File: config.mk
export PLATFORM = sky130hd
export DESIGN_NAME = rr_mux_n_flat
export DESIGN_NICKNAME = d
export VERILOG_FILES = /design/src/rtl/rr_mux_n_if.sv /design/src/rtl/rr_mux_n.sv /design/src/flat_wrapper.sv
export SDC_FILE = /design/constraint.sdc
export NUM_CORES = 1
export LEC_CHECK = 0
export CORE_MARGIN = 5
export CORE_UTILIZATION = 38
export DETAILED_ROUTE_END_ITERATION = 8
export PLACE_DENSITY = 0.85
export SYNTH_ARGS = -nofsm -noshare
export SYNTH_HDL_FRONTEND = slang
export SYNTH_SLANG_ARGS = --single-unit
File: constraint.sdc
create_clock -name clk -period 5.3 [get_ports clk]
set_input_delay 1.325 -clock clk [delete_from_list [all_inputs] [get_ports clk]]
set_output_delay 1.325 -clock clk [all_outputs]
set_load 0.03 [all_outputs]
File: src/rtl/rr_mux_n_if.sv
// rr_mux_n_if: stream bundle between N producers, the round-robin mux and one consumer.
//   in_data   : CHANNELS*WIDTH flattened producer data, channel i at [i*WIDTH +: WIDTH]
//   in_valid  : per-channel valid from producers
//   in_ready  : per-channel ready back to producers (at most one bit high)
//   out_data  : registered data to the consumer
//   out_ch    : source channel of out_data
//   out_valid : output valid
//   out_ready : consumer ready
// slave  = the mux side, master = the producer/consumer environment.
interface rr_mux_n_if #(
  parameter int unsigned WIDTH    = 8,
  parameter int unsigned CHANNELS = 4
);
  localparam int unsigned SEL_W = $clog2(CHANNELS);

  logic [CHANNELS*WIDTH-1:0] in_data;
  logic [CHANNELS-1:0]       in_valid;
  logic [CHANNELS-1:0]       in_ready;
  logic [WIDTH-1:0]          out_data;
  logic [SEL_W-1:0]          out_ch;
  logic                      out_valid;
  logic                      out_ready;

  modport slave (
    input  in_data, in_valid, out_ready,
    output in_ready, out_data, out_ch, out_valid
  );

  modport master (
    output in_data, in_valid, out_ready,
    input  in_ready, out_data, out_ch, out_valid
  );
endinterface

File: src/rtl/rr_mux_n.sv
// rr_mux_n: N-channel registered multiplexer with valid/ready on every input and
// on the output. Channel choice is either an external select (mode=0) or
// round-robin arbitration (mode=1). One output register stage.
//   clk   : clock, rising edge
//   rst_n : synchronous active-low reset
//   mode  : 0 = fixed select, 1 = round-robin
//   sel   : channel used in fixed mode (out-of-range never grants)
//   bus   : rr_mux_n_if slave modport carrying all stream signals
module rr_mux_n #(
  parameter  int unsigned WIDTH    = 8,
  parameter  int unsigned CHANNELS = 4,
  localparam int unsigned SEL_W    = $clog2(CHANNELS)
) (
  input  logic             clk,
  input  logic             rst_n,
  input  logic             mode,
  input  logic [SEL_W-1:0] sel,
  rr_mux_n_if.slave        bus
);

  localparam int unsigned SUM_W = SEL_W + 1;

  logic [WIDTH-1:0]      out_data_q;
  logic [SEL_W-1:0]      out_ch_q;
  logic                  out_valid_q;
  logic [SEL_W-1:0]      ptr_q;

  logic [2*CHANNELS-1:0] vld_dbl;
  logic [CHANNELS-1:0]   vld_rot;
  logic [SEL_W-1:0]      rr_off;
  logic [SUM_W-1:0]      rr_sum;
  logic                  grant_vld;
  logic [SEL_W-1:0]      grant_idx;
  logic [WIDTH-1:0]      grant_data;
  logic                  load;
  logic                  xfer;
  logic [CHANNELS-1:0]   in_ready_c;
  logic [SEL_W-1:0]      ptr_next;

  // Round-robin search: rotate valids so ptr sits at bit 0, take the lowest
  // set bit, then map the offset back to an absolute channel mod CHANNELS.
  always_comb begin
    vld_dbl = {bus.in_valid, bus.in_valid};
    vld_rot = CHANNELS'(vld_dbl >> ptr_q);
    rr_off  = '0;
    for (int i = int'(CHANNELS) - 1; i >= 0; i--) begin
      if (vld_rot[i]) rr_off = SEL_W'(i);
    end
    rr_sum = {1'b0, ptr_q} + {1'b0, rr_off};
    if (rr_sum >= SUM_W'(CHANNELS)) rr_sum = rr_sum - SUM_W'(CHANNELS);
  end

  // Grant selection for both modes.
  always_comb begin
    grant_vld = 1'b0;
    grant_idx = '0;
    if (mode) begin
      grant_vld = |bus.in_valid;
      grant_idx = rr_sum[SEL_W-1:0];
    end else begin
      for (int i = 0; i < int'(CHANNELS); i++) begin
        if (sel == SEL_W'(i) && bus.in_valid[i]) begin
          grant_vld = 1'b1;
          grant_idx = sel;
        end
      end
    end
  end

  // Handshake: ready is gated by reset so a discarded cycle never looks accepted.
  always_comb begin
    load       = !out_valid_q || bus.out_ready;
    xfer       = rst_n && load && grant_vld;
    in_ready_c = '0;
    grant_data = '0;
    for (int i = 0; i < int'(CHANNELS); i++) begin
      if (grant_idx == SEL_W'(i)) begin
        in_ready_c[i] = xfer;
        grant_data    = bus.in_data[i*WIDTH +: WIDTH];
      end
    end
    ptr_next = (grant_idx == SEL_W'(CHANNELS - 1)) ? '0 : grant_idx + SEL_W'(1);
  end

  // Output register and round-robin pointer.
  always_ff @(posedge clk) begin
    if (!rst_n) begin
      out_data_q  <= '0;
      out_ch_q    <= '0;
      out_valid_q <= 1'b0;
      ptr_q       <= '0;
    end else if (xfer) begin
      out_data_q  <= grant_data;
      out_ch_q    <= grant_idx;
      out_valid_q <= 1'b1;
      if (mode) ptr_q <= ptr_next;
    end else if (out_valid_q && bus.out_ready) begin
      out_valid_q <= 1'b0;
    end
  end

  assign bus.in_ready  = in_ready_c;
  assign bus.out_data  = out_data_q;
  assign bus.out_ch    = out_ch_q;
  assign bus.out_valid = out_valid_q;

endmodule

File: src/flat_wrapper.sv
// flat-port wrapper written by rule: the top's interface ports become plain ports
module rr_mux_n_flat 
#(
  parameter  int unsigned WIDTH    = 8,
  parameter  int unsigned CHANNELS = 4,
  localparam int unsigned SEL_W    = $clog2(CHANNELS)
)
  (clk, rst_n, mode, sel, bus_in_data, bus_in_valid, bus_out_ready, bus_in_ready, bus_out_data, bus_out_ch, bus_out_valid);
  rr_mux_n_if #(.WIDTH(WIDTH), .CHANNELS(CHANNELS)) bus_i ();
  input  logic clk;
  input  logic rst_n;
  input  logic mode;
  input  logic [SEL_W-1:0] sel;
  input wire logic [$bits(bus_i.in_data)-1:0] bus_in_data;
  input wire logic [$bits(bus_i.in_valid)-1:0] bus_in_valid;
  input wire logic [$bits(bus_i.out_ready)-1:0] bus_out_ready;
  output wire logic [$bits(bus_i.in_ready)-1:0] bus_in_ready;
  output wire logic [$bits(bus_i.out_data)-1:0] bus_out_data;
  output wire logic [$bits(bus_i.out_ch)-1:0] bus_out_ch;
  output wire logic [$bits(bus_i.out_valid)-1:0] bus_out_valid;
  assign bus_i.in_data = bus_in_data;
  assign bus_i.in_valid = bus_in_valid;
  assign bus_i.out_ready = bus_out_ready;
  assign bus_in_ready = bus_i.in_ready;
  assign bus_out_data = bus_i.out_data;
  assign bus_out_ch = bus_i.out_ch;
  assign bus_out_valid = bus_i.out_valid;
  rr_mux_n #(.WIDTH(WIDTH), .CHANNELS(CHANNELS)) u_core (.clk(clk), .rst_n(rst_n), .mode(mode), .sel(sel), .bus(bus_i));
endmodule
run_1/congestion.png
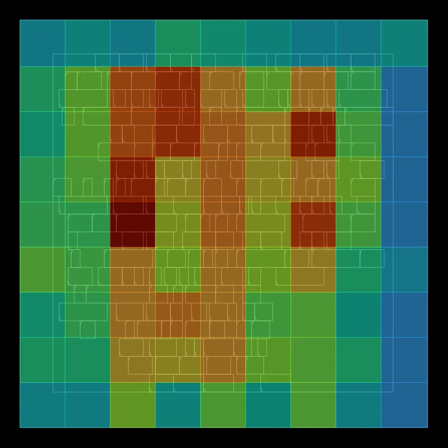
Layout Utilization: 62.7%
GR Util met3: 5.41%
met2 usage: 28.1%

run_1/flops_by_reg.png
The bar under the picture is 20 um long. Other sequential cells in the stronger gray, the rest of the logic in the fainter gray.
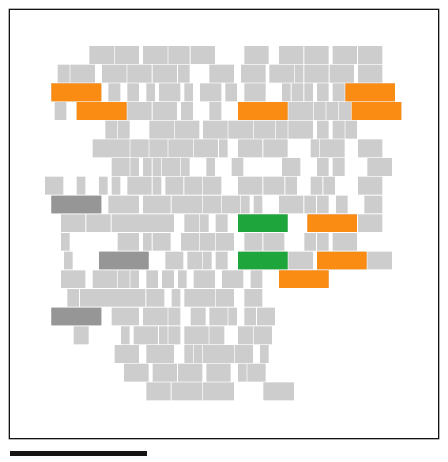
- `u_core.ptr_q`: green (placed flops 2)
- `u_core.bus.out_data`: orange (placed flops 8)
- not colored: 3

run_1/placement_by_type.png
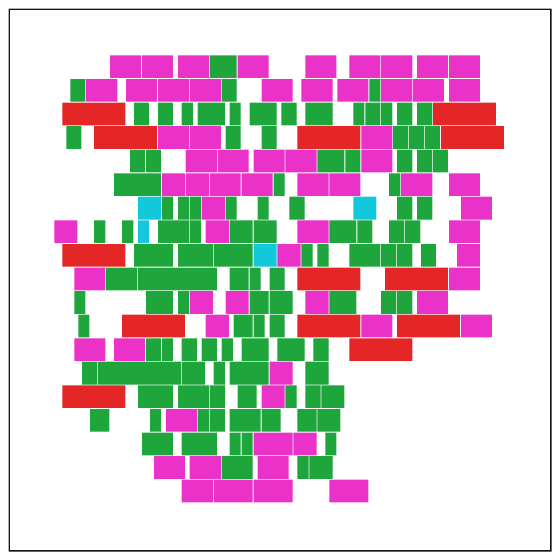
- clock drivers and dummy loads: cyan (cells 4; share of their area 1.6%)
- combinational and other logic: green (cells 114; share of their area 44%)
- sequential cells: red (cells 13; share of their area 16%)
- remaining buffers and delay cells: magenta (cells 66; share of their area 39%)

==> results.toml, run 1 <==
# flow metrics
[outcome]
status = "completed"

[cts]
post_cts_buffers = 0
htreeDepth = 1
cts_max_path_buffers = 2
insertion_delay_ns = 0.28
cts_inserted_buffers = 3
clock_sinks = 13
cts-root-buf = "clkbuf_4"
clk_pin_slew_ns = 0.08
cts_hold_buf = 0
cts_tree = "yes"

[timing]
tightestPinTransition_ns = 0.607
min_period_ns = 4.94
max_slew_margin_pct = 59.4
hold_viol_final = 0
tns_ns = 0
fmax_mhz = 202
fin_crit_sh_pct = 93.2
grt_setup_unrepaired = "no"

[floorplan]
fp.dieW_um = 62.3
placementRows = 19
die-height_um = 62.3
dieArea_um2 = 3880
fp_util_pct = 38.7

[synth]
muxShareOfSynthArea_pct = 4.09
yosys-stat-cells = 139
synth_area_um2 = 1040
syn-num-nets = 186
ys_top_logic_family = "AND-OR/OR-AND gates"
synth-edff-count = 0
synth.area.top_cells = "dfxtp_1 25%, nor2_1 6.5%, ha_1 6.0%"
async_flop_share_pct = 0
synth_chip_area_um2 = 1040
synthAoiAreaFrac_pct = 30.8
top_cell_area_share_pct = 25.0
ys_seq_elements = 13
ys_seq_share_pct = 25.0
ff_type = "dfxtp_1"

[finish]
inv_count = 9
clk_share_pct = 1.56
register_area_um2 = 260
lay_top_count = "clkdlybuf4s50_1"
final_nets = 245
area_delta_synth_final_pct = 62.1
largestClassByArea = "multi-input combinational cells"
comb_share_pct = 41.0
buf_share_pct = 37.7
layout_top_cells = "48 x clkdlybuf4s50_1, 18 x nor2_1, 14 x buf_4"
combGateArea_um2 = 691
antenna_cells = 0
n_all_buffers = 66
fill_cells = 237
clock_buffers = 4

[global_routing]
grt_overflow_total = 0
grt_max_degree = 16
grt.total_usage_pct = 17.0
gr-usage-met1_pct = 20.2
grt_pass1_wl_um = 5510

[drt]
ant_nets = 0
wl_met3_um = 208
top_layer = "met4"
met2_wirelength_um = 1850
totalWireLength_um = 3540
dr.pass1.iters = 4
vias = 1269
drt-initial-drc-count = 52
drc = 0
via_per_inst = 5.57
m1WireLength_um = 1430

[worst_hold_path]
min-delay-start = "u_core.bus.out_data[1]"
worstHoldEndpoint = "u_core.bus.out_data[1]"
hold_class = "flip-flop to flip-flop"

[placement]
gp_congestion = 0.839
dpl.hpwl_um = 2790
io_buffers = 56

[power_and_ir_drop]
p_leak_nw = 0.700
peakVddDrop_v = 0.000204

[worst_setup_path]
crit_path_max_fanout = 7
cpMaxStageDelayCell = "a221o_1"
crit_type = "input port to output port"
critPathMostFrequentCell = "buf_4"
setup.worst_path.start_class = "input port"
timing.critical_path.max_delay_family = "buffers and inverters"
critPathArrivalTime_ns = 3.62
cp_num_buf_inv = 5
rr_worst_depth = 15
end_kind = "output port"

[run]
cap_violations = 0
==> run 1: power breakdown <==
part | switching, mW | total [mW] | internal [mW] | leakage, nW
registers | 0.0144 | 0.132 | 0.117 | 0.107
clock network | 0.0356 | 0.0649 | 0.0292 | 0.0150
logic | 0.146 | 0.274 | 0.128 | 0.578
total | 0.196 | 0.470 | 0.274 | 0.700
==> run 1: metrics by stage <==
step	instances	cell area [um^2]	power, mW	worst slack (ns)	utilization (%)
global route	228	1690	0.504	0.210	62.7
floorplan	139	1040	0.291	0.0114	-
CTS	228	1650	0.465	0.00493	61.4
global placement	224	1620	0.391	0.0708	60.5
detailed placement	224	1620	0.399	0.0288	60.5
finish	228	1690	0.470	0.359	62.7
run_1/wires.png
The bar under the picture is 20 um long.
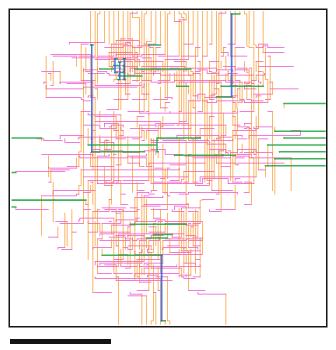

--- run 2 (diff from run 1) ---
MAX_ROUTING_LAYER = met4   (was not set)
run_2/wires.png
The bar under the picture is 20 um long.
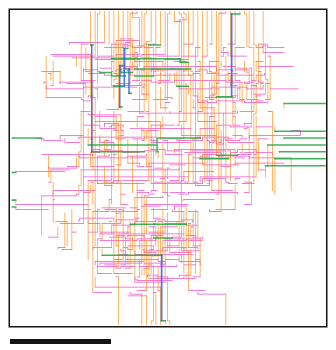
- metal 4: blue (wire length 70.7 um)
- metal 3: green (wire length 201 um)
- metal 2: orange (wire length 1820 um)
- metal 1: magenta (wire length 1450 um)

run_2/metal_density.png
The bar under the picture is 20 um long. 12 x 12 tiles, from dark blue (low) to red (high), scaled to the fullest tile. Values are wire area over tile area, all layers added.
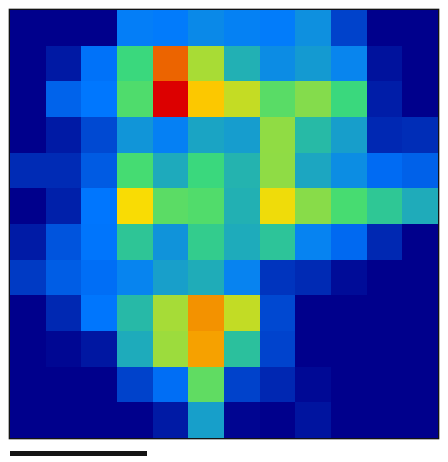
- emptiest ninth of the die: lower right
- densest ninth of the die: top center
- tiles over half the peak: 16%
- mean over tiles: 0.15
- nearly empty tiles: 28%
- fullest tile: 0.60

==> run 2 against run 1 <==
  * Cell count unchanged
  * First-iteration DRC count shrank 3.8%
  * Combinational power about the same
  * Worst hold slack worse by 0.0028 ns
  * Non-clock buffer count is the same
  * Global-route usage is 0.43 points higher
  * Largest cell class unchanged
  * Highest routed layer unchanged
==> results.toml, run 2 <==
# flow metrics
[outcome]
status = "completed"

[placement]
gp_congestion = 0.852
io_buffers = 56
place_area_um2 = 1620
dpl.hpwl_um = 2790

[cts]
insertion_delay_ns = 0.28
htreeDepth = 1
cts_hold_buf = 0
clk_pin_slew_ns = 0.08
cts_tree = "yes"
clock_sinks = 13

[synth]
synthAoiAreaFrac_pct = 30.8
synth_chip_area_um2 = 1040
ys_seq_share_pct = 25.0
yosys-stat-cells = 139
synth-edff-count = 0
top_cell_area_share_pct = 25.0
syn-num-nets = 186
ys_top_logic_family = "AND-OR/OR-AND gates"
ff_type = "dfxtp_1"

[power_and_ir_drop]
power.total_mw = 0.471
peakVddDrop_v = 0.000204
power-top-group = "combinational cells"
seqPwrFrac_pct = 28.0
p_leak_nw = 0.700
seq-power_mw = 0.132

[drt]
totalWireLength_um = 3540
dr.pass1.iters = 5
vias = 1273
via_per_inst = 5.58
met2_wirelength_um = 1820
top_layer = "met4"

[timing]
max_slew_margin_pct = 59.9
grt_setup_unrepaired = "no"
min_period_ns = 4.94

[global_routing]
grt_max_degree = 16
grt_overflow_total = 0
gr-usage-met1_pct = 20.3
grt_use_met3_pct = 5.05

[finish]
combGateArea_um2 = 691
layout_top_cells = "48 x clkdlybuf4s50_1, 18 x nor2_1, 14 x buf_4"

[worst_setup_path]
setup.worst_path.start_class = "input port"
end_kind = "output port"
critPathArrivalTime_ns = 3.62
crit_path_max_fanout = 7
crit_type = "input port to output port"

[floorplan]
fp_util_pct = 38.7
placementRows = 19
fp.dieW_um = 62.3
die-height_um = 62.3

[run]
cap_violations = 0
run_2/flops_by_reg.png
The bar under the picture is 20 um long. Other sequential cells in the stronger gray, the rest of the logic in the fainter gray.
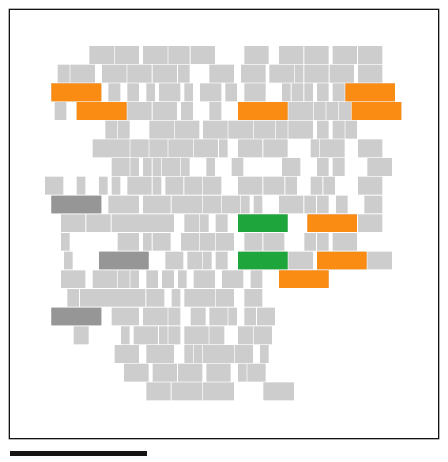
- `u_core.bus.out_data`: orange (placed flops 8)
- `u_core.ptr_q`: green (placed flops 2)

[run 2: path summary, 6_finish.rpt]
check                         start                endpoint  slack [ns]  cells after the start
max                 bus_in_valid[0]         bus_in_ready[1]        0.36                     14
min          u_core.bus.out_data[1]  u_core.bus.out_data[1]        0.48                      2
max reg2reg         u_core.ptr_q[0]  u_core.bus.out_data[3]        1.66                     15
min reg2reg  u_core.bus.out_data[1]  u_core.bus.out_data[1]        0.48                      2
[run 2: worst min-delay path, delay by kind of cell, from the launching register on]
family | cells | cell delay (ns)
flops | 1 | 0.32
compound gates | 1 | 0.05
simple gates | 1 | 0.06
[run 2: layout make-up]
cell class	instances	area share [%]
Multi-Input combinational cell	105	41.0
Inverter	9	2.00
Clock buffer	4	1.56
Timing Repair Buffer	66	37.7
Tap cell	31	2.30
Sequential cell	13	15.4
Power is estimated from default activity; no workload was simulated.
